Figure 1. Signal wires on met3.
Drawn at 2 px/µm.
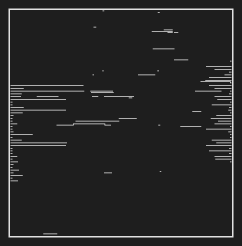
Figure 2. Metal 2.
Drawn at 2 px/µm. Cells faint in the background.
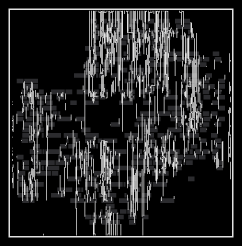
Figure 3. Routing congestion.
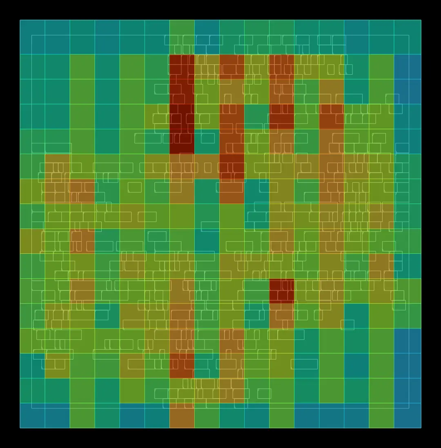
Figure 4. Sizing map.
Drawn at 4 px/µm.
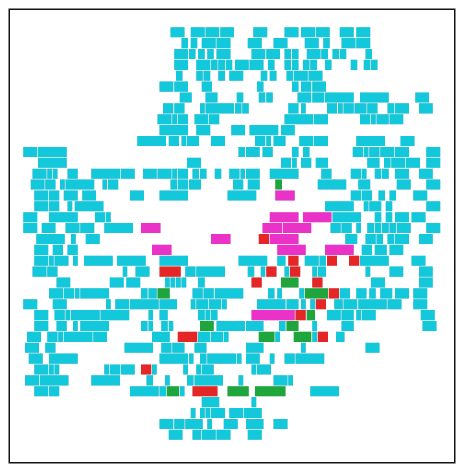
Figure 5. Gate-type map.
Drawn at 4 px/µm.
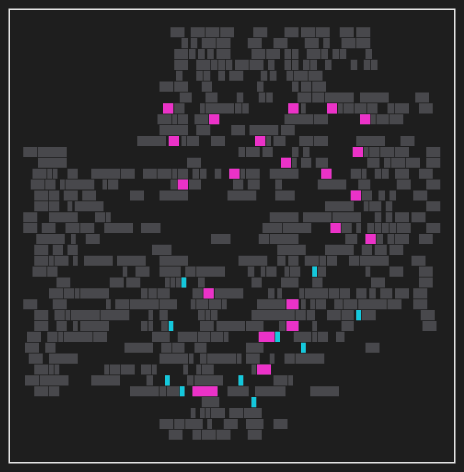
`config.mk`:
```
export PLATFORM = sky130hd
export DESIGN_NAME = mult_arbiter
export DESIGN_NICKNAME = d
export VERILOG_FILES = /design/src/rtl/mult_arbiter.sv
export SDC_FILE = /design/constraint.sdc
export NUM_CORES = 1
export LEC_CHECK = 0
export CAP_MARGIN = 20
export CORE_AREA = 3 3 108 110
export CTS_BUF_LIST = sky130_fd_sc_hd__clkbuf_8
export CTS_CLUSTER_DIAMETER = 60
export CTS_CLUSTER_SIZE = 14
export DETAILED_ROUTE_END_ITERATION = 10
export DIE_AREA = 0 0 111 113
export MAX_ROUTING_LAYER = met4
export SLEW_MARGIN = 20
export SYNTH_ARGS = -nofsm -noshare
export SYNTH_HDL_FRONTEND = slang
export SYNTH_SLANG_ARGS = --single-unit
```
`constraint.sdc`:
```
create_clock -name clk -period 2.3 [get_ports clk]
set_clock_uncertainty 0.05 [all_clocks]
set_input_delay 0.46 -clock clk [delete_from_list [all_inputs] [get_ports clk]]
set_output_delay 0.46 -clock clk [all_outputs]
set_load 0.01 [all_outputs]
```
`src/rtl/mult_arbiter.sv`:
```
// Round-robin sequencer sharing one start/done 8x8 multiplier among NUM_REQ clients.
// Each grant is latched in IDLE, launched, awaited with a timeout, then returned as a tagged response.
module mult_arbiter #(
    parameter int NUM_REQ = 4,
    parameter int ID_W    = 2,
    parameter int TIMEOUT = 15
) (
    input  logic                 clk,
    input  logic                 reset_a,
    input  logic [NUM_REQ-1:0]   req_valid,
    input  logic [8*NUM_REQ-1:0] req_a,
    input  logic [8*NUM_REQ-1:0] req_b,
    output logic [NUM_REQ-1:0]   req_ready,
    output logic                 mult_start,
    output logic [7:0]           mult_dataa,
    output logic [7:0]           mult_datab,
    input  logic                 mult_done,
    input  logic [15:0]          mult_product,
    output logic                 rsp_valid,
    output logic [ID_W-1:0]      rsp_id,
    output logic [15:0]          rsp_product,
    output logic                 rsp_err,
    output logic                 busy,
    output logic [1:0]           state_out
);

    typedef enum logic [1:0] {
        IDLE   = 2'b00,
        LAUNCH = 2'b01,
        WAIT   = 2'b10,
        RESP   = 2'b11
    } state_t;

    state_t          state;
    logic [ID_W-1:0] id;
    logic [ID_W-1:0] last_grant;
    logic [ID_W-1:0] win_id;
    logic            win_found;
    logic [7:0]      timer;
    logic [7:0]      a_arr [NUM_REQ];
    logic [7:0]      b_arr [NUM_REQ];

    always_comb begin
        for (int i = 0; i < NUM_REQ; i++) begin
            a_arr[i] = req_a[8*i +: 8];
            b_arr[i] = req_b[8*i +: 8];
        end
    end

    // Scan starting just after the previous winner so every client gets its turn.
    always_comb begin
        int idx;
        idx       = 0;
        win_found = 1'b0;
        win_id    = '0;
        for (int k = 1; k <= NUM_REQ; k++) begin
            idx = (int'(last_grant) + k) % NUM_REQ;
            if (!win_found && req_valid[idx[ID_W-1:0]]) begin
                win_found = 1'b1;
                win_id    = idx[ID_W-1:0];
            end
        end
    end

    always_ff @(posedge clk) begin
        if (!reset_a) begin
            state       <= IDLE;
            timer       <= 8'd0;
            last_grant  <= ID_W'(NUM_REQ - 1);
            id          <= '0;
            mult_dataa  <= 8'd0;
            mult_datab  <= 8'd0;
            rsp_id      <= '0;
            rsp_product <= 16'd0;
            rsp_err     <= 1'b0;
        end else begin
            case (state)
                IDLE: begin
                    if (win_found) begin
                        id         <= win_id;
                        mult_dataa <= a_arr[win_id];
                        mult_datab <= b_arr[win_id];
                        state      <= LAUNCH;
                    end
                end
                LAUNCH: begin
                    timer <= 8'd0;
                    state <= WAIT;
                end
                WAIT: begin
                    // Done has priority over an expiring timer; timer counts 0..TIMEOUT-1.
                    if (mult_done) begin
                        rsp_product <= mult_product;
                        rsp_err     <= 1'b0;
                        rsp_id      <= id;
                        state       <= RESP;
                    end else if (timer == 8'(TIMEOUT - 1)) begin
                        rsp_product <= 16'd0;
                        rsp_err     <= 1'b1;
                        rsp_id      <= id;
                        state       <= RESP;
                    end else begin
                        timer <= timer + 8'd1;
                    end
                end
                RESP: begin
                    last_grant <= id;
                    state      <= IDLE;
                end
                default: state <= IDLE;
            endcase
        end
    end

    always_comb begin
        req_ready = '0;
        if (state == LAUNCH) req_ready[id] = 1'b1;
    end

    assign mult_start = (state == LAUNCH);
    assign rsp_valid  = (state == RESP);
    assign busy       = (state != IDLE);
    assign state_out  = state;

endmodule
```
==> flow_summary.json <==
{
  "pwr_density_cell_mw_per_mm2": 794,
  "fin_crit_ns": 2.21,
  "h-tree-depth": 2,
  "maxCapViolations": 0,
  "whs_ns": 0.450,
  "power.total_w": 0.00351,
  "run_status": "completed",
  "die_h_um": 113,
  "antenna_found_initial": 0,
  "p_leak_nw": 1.62,
  "r2r_slack_ns": 0.17,
  "openroad.warnings": 31,
  "drive_gt1_share_pct": 8.58,
  "yosysTopAreaCell": "dfxtp_1",
  "grt_pass1_wl_um": 15500,
  "yosys_area_mm2": 0.00270,
  "maxSlewViolCount": 0,
  "ant_nets": 0,
  "setup_violations": 0,
  "reg2reg_from": "timer[0]",
  "ys_ff": 49,
  "worstHoldStart": "mult_datab[3]",
  "postSynthSeqShare_pct": 36.3,
  "holdPathEnd": "mult_datab[3]",
  "dp_cells": 599,
  "yosysUniqueCellTypes": 47,
  "yosys_warnings": 0,
  "reg2reg_to": "timer[3]",
  "fmax_ghz": 0.453,
  "core_mm2": 0.0108,
  "postCtsSetupBuffers": 0,
  "startpoint_type": "flip-flop",
  "startpoint": "state_out[1]",
  "cts_buffers": 5,
  "critical_path_class": "reg -> out",
  "cts_root_buf": "clkbuf_8",
  "grt_max_degree": 31,
  "hpwl_um": 6970,
  "top_cells_by_area": "dfxtp_1 36%, a22oi_1 8.6%, o21ai_0 5.6%",
  "grt_pass1_vias": 3014,
  "syn_area_mm2": 0.00270,
  "gp_congestion": 0.825,
  "max_slew_margin_pct": 45.4,
  "cp.required_ns": 1.79,
  "finalCritPeriodShare_pct": 95.9,
  "n_antenna_cell": 0,
  "portBuffers": 130,
  "min_path_type": "reg -> reg",
  "ff_type": "dfxtp_1",
  "rsz0062_at_grt": "false",
  "top_cells_by_count": "49 x dfxtp_1, 32 x nor2_1, 31 x a22oi_1",
  "core.rowCount": 38,
  "ir_worst_vdd_mv": 0.344,
  "tightest_slew_ns": 0.818,
  "avgSynthCellArea_um2": 8.02,
  "whs_path_depth": 2,
  "vias_per_cell": 5.06,
  "nets": 560,
  "r2r.worst_path.cells": 7,
  "edf_count": 0,
  "hold_violations": 0,
  "synthCells": 337,
  "clock_sinks": 49,
  "most_common_cell": "dfxtp_1",
  "cts_tree": "built",
  "dr.pass1.iters": 4,
  "drt_iter0_markers": 168,
  "async_reset_ff_share_pct": 0,
  "dieArea_mm2": 0.0125,
  "dpl-instance-area_mm2": 0.00431,
  "ys_cells": 337,
  "critPathMaxFanout": 5,
  "end_kind": "primary output",
  "overflow": 0,
  "fp_nets": 431,
  "clkTransAtPathRegs_ns": 0.09,
  "clkLatencyLatePin_ns": 0.29
}
-- Figure 1 (at the start) --
wire length on this layer: 678 µm
main direction: horizontal
longest straight run: 36.6 µm
share of all routed wire: 7.1%
via count: 3069
met3 usage: 4.01%

-- Figure 2 (at the start) --
longest straight run: 40.1 µm
nets with wire on the layer: 459
main direction: vertical
share of all routed wire: 45%
wire length on this layer: 4320 µm
GRT met2 Usage: 23.3%
total wire length: 9540 µm

-- Figure 3 (at the start) --
GRT Total Usage: 15.2%
busiest grt layer: met2
Avg WL per Cell: 15.7 µm
final core occ: 40.9%
met1 usage: 20.0%

-- Figure 4 (at the start) --
| colour | size | cells |
|---|---|---|
| cyan | x1 and smaller | 426 |
| green | x2 | 12 |
| red | x3 and x4 | 16 |
| magenta | x6 and larger | 12 |
Final WS setup: 0.0936 ns
Non-clock buffers: 149
Syn-to-layout area delta: 63.6%
Design Area, Final: 0.00442 mm²

-- Figure 5 (at the start) --
| colour | family | cells |
|---|---|---|
| magenta | non-inverting ao/oa cells | 21 |
| cyan | inv cells | 10 |
logic share of the area: 36.1%
non-filler cells, final: 606
Commonest Layout Cell: clkdlybuf4s50_1

-- area by class of cell --
| class | instances | area (µm²) |
|---|---|---|
| fillers | 1051 | 6370 |
| flip-flops and latches | 49 | 982 |
| well taps | 140 | 175 |
| clock buffers | 5 | 68.8 |
| inverters | 10 | 37.5 |
| clock inverters | 2 | 35.0 |
| repair buffers | 149 | 1520 |
| multi-input cells | 251 | 1600 |
-- report_power, final --
part	total [W]	switching [W]	internal (W)	leakage (nW)
clock network	0.000601	0.000284	0.000317	0.0540
logic	0.00179	0.000897	0.000898	1.16
registers	0.00111	0.000122	0.000991	0.399
-- kinds of logic (layout without fill, tap and decap cells) --
family / Yosys count / count (layout) / synth area share, %
AOI/OAI and AO/OA: 136 / 136 / 34.4
and+or+nand+nor: 96 / 96 / 16.2
DFF: 49 / 49 / 36.3
buffers and inverters: 37 / 166 / 5.42
muxes: 8 / 8 / 3.15
adders and majority gates: 7 / 7 / 3.24
xor gates and xnor gates: 4 / 4 / 1.30
-- per-stage QoR --
stage               utilization (%)  setup TNS [ns]
global placement               39.9          -0.197
CTS                            40.9               0
floorplan                         -               0
global route                   40.9               0
detailed placement             39.9          -0.808
finish                         40.9               0
-- registers in the layout, summed over array words and instances (netlist names) --
| register | flops |
|---|---|
| id | 2 |
| last_grant | 2 |
| mult_dataa | 8 |
| mult_datab | 8 |
| rsp_err | 1 |
| rsp_id | 2 |
| rsp_product | 16 |
| state_out | 2 |
| timer | 8 |
-- placed cells by master, fill, tap and decap left out, types with 2 or more instances in the layout --
master and n:
dfxtp_1 48, o32ai_1 2, a21oi_1 22, nand2_1 30, o21ai_0 30, buf_4 13
nor2_1 32, mux2i_1 7, inv_1 8, a32oi_1 15, ha_1 6, clkdlybuf4s50_1 128
nand3_1 18, a22oi_1 31, o211ai_1 3, o2111ai_1 2, or3_1 2, or4_1 2
o21ai_1 3, o21ai_2 2, clkinv_1 2, o21a_1 15, xor2_1 4, clkbuf_8 5
nor3_1 2, dlymetal6s2s_1 2, buf_12 6
-- worst max path at each step --
stage	endpoint	cells past startpoint
floorplan	timer[3]	7
global placement	mult_dataa[7]	8
detailed placement	mult_datab[2]	8
finish	req_ready[1]	5
global route	req_ready[1]	5
CTS	req_ready[0]	4
-- per-layer routing --
layer  vias up  share of wire, %  GRT usage (%)
met4         0               1.7           3.94
met1      1424                46           20.0
met3        10               7.1           4.01
li1       1511                 -              -
met5         -                 0              -
met2       124                45           23.3
-- critical path, cell delays in order (launching register included) --
cell             delay (ns)
dfxtp_1                0.36
inv_1                  0.12
ha_2                   0.23
nand2_1                0.06
nor2_1                 0.09
clkdlybuf4s50_1        0.54
-- timing repair --
action,CTS,global route
endpoints found under the setup margin,1,3
resized,1,3
hold buffers,0,0
Power is estimated from default activity; no workload was simulated.
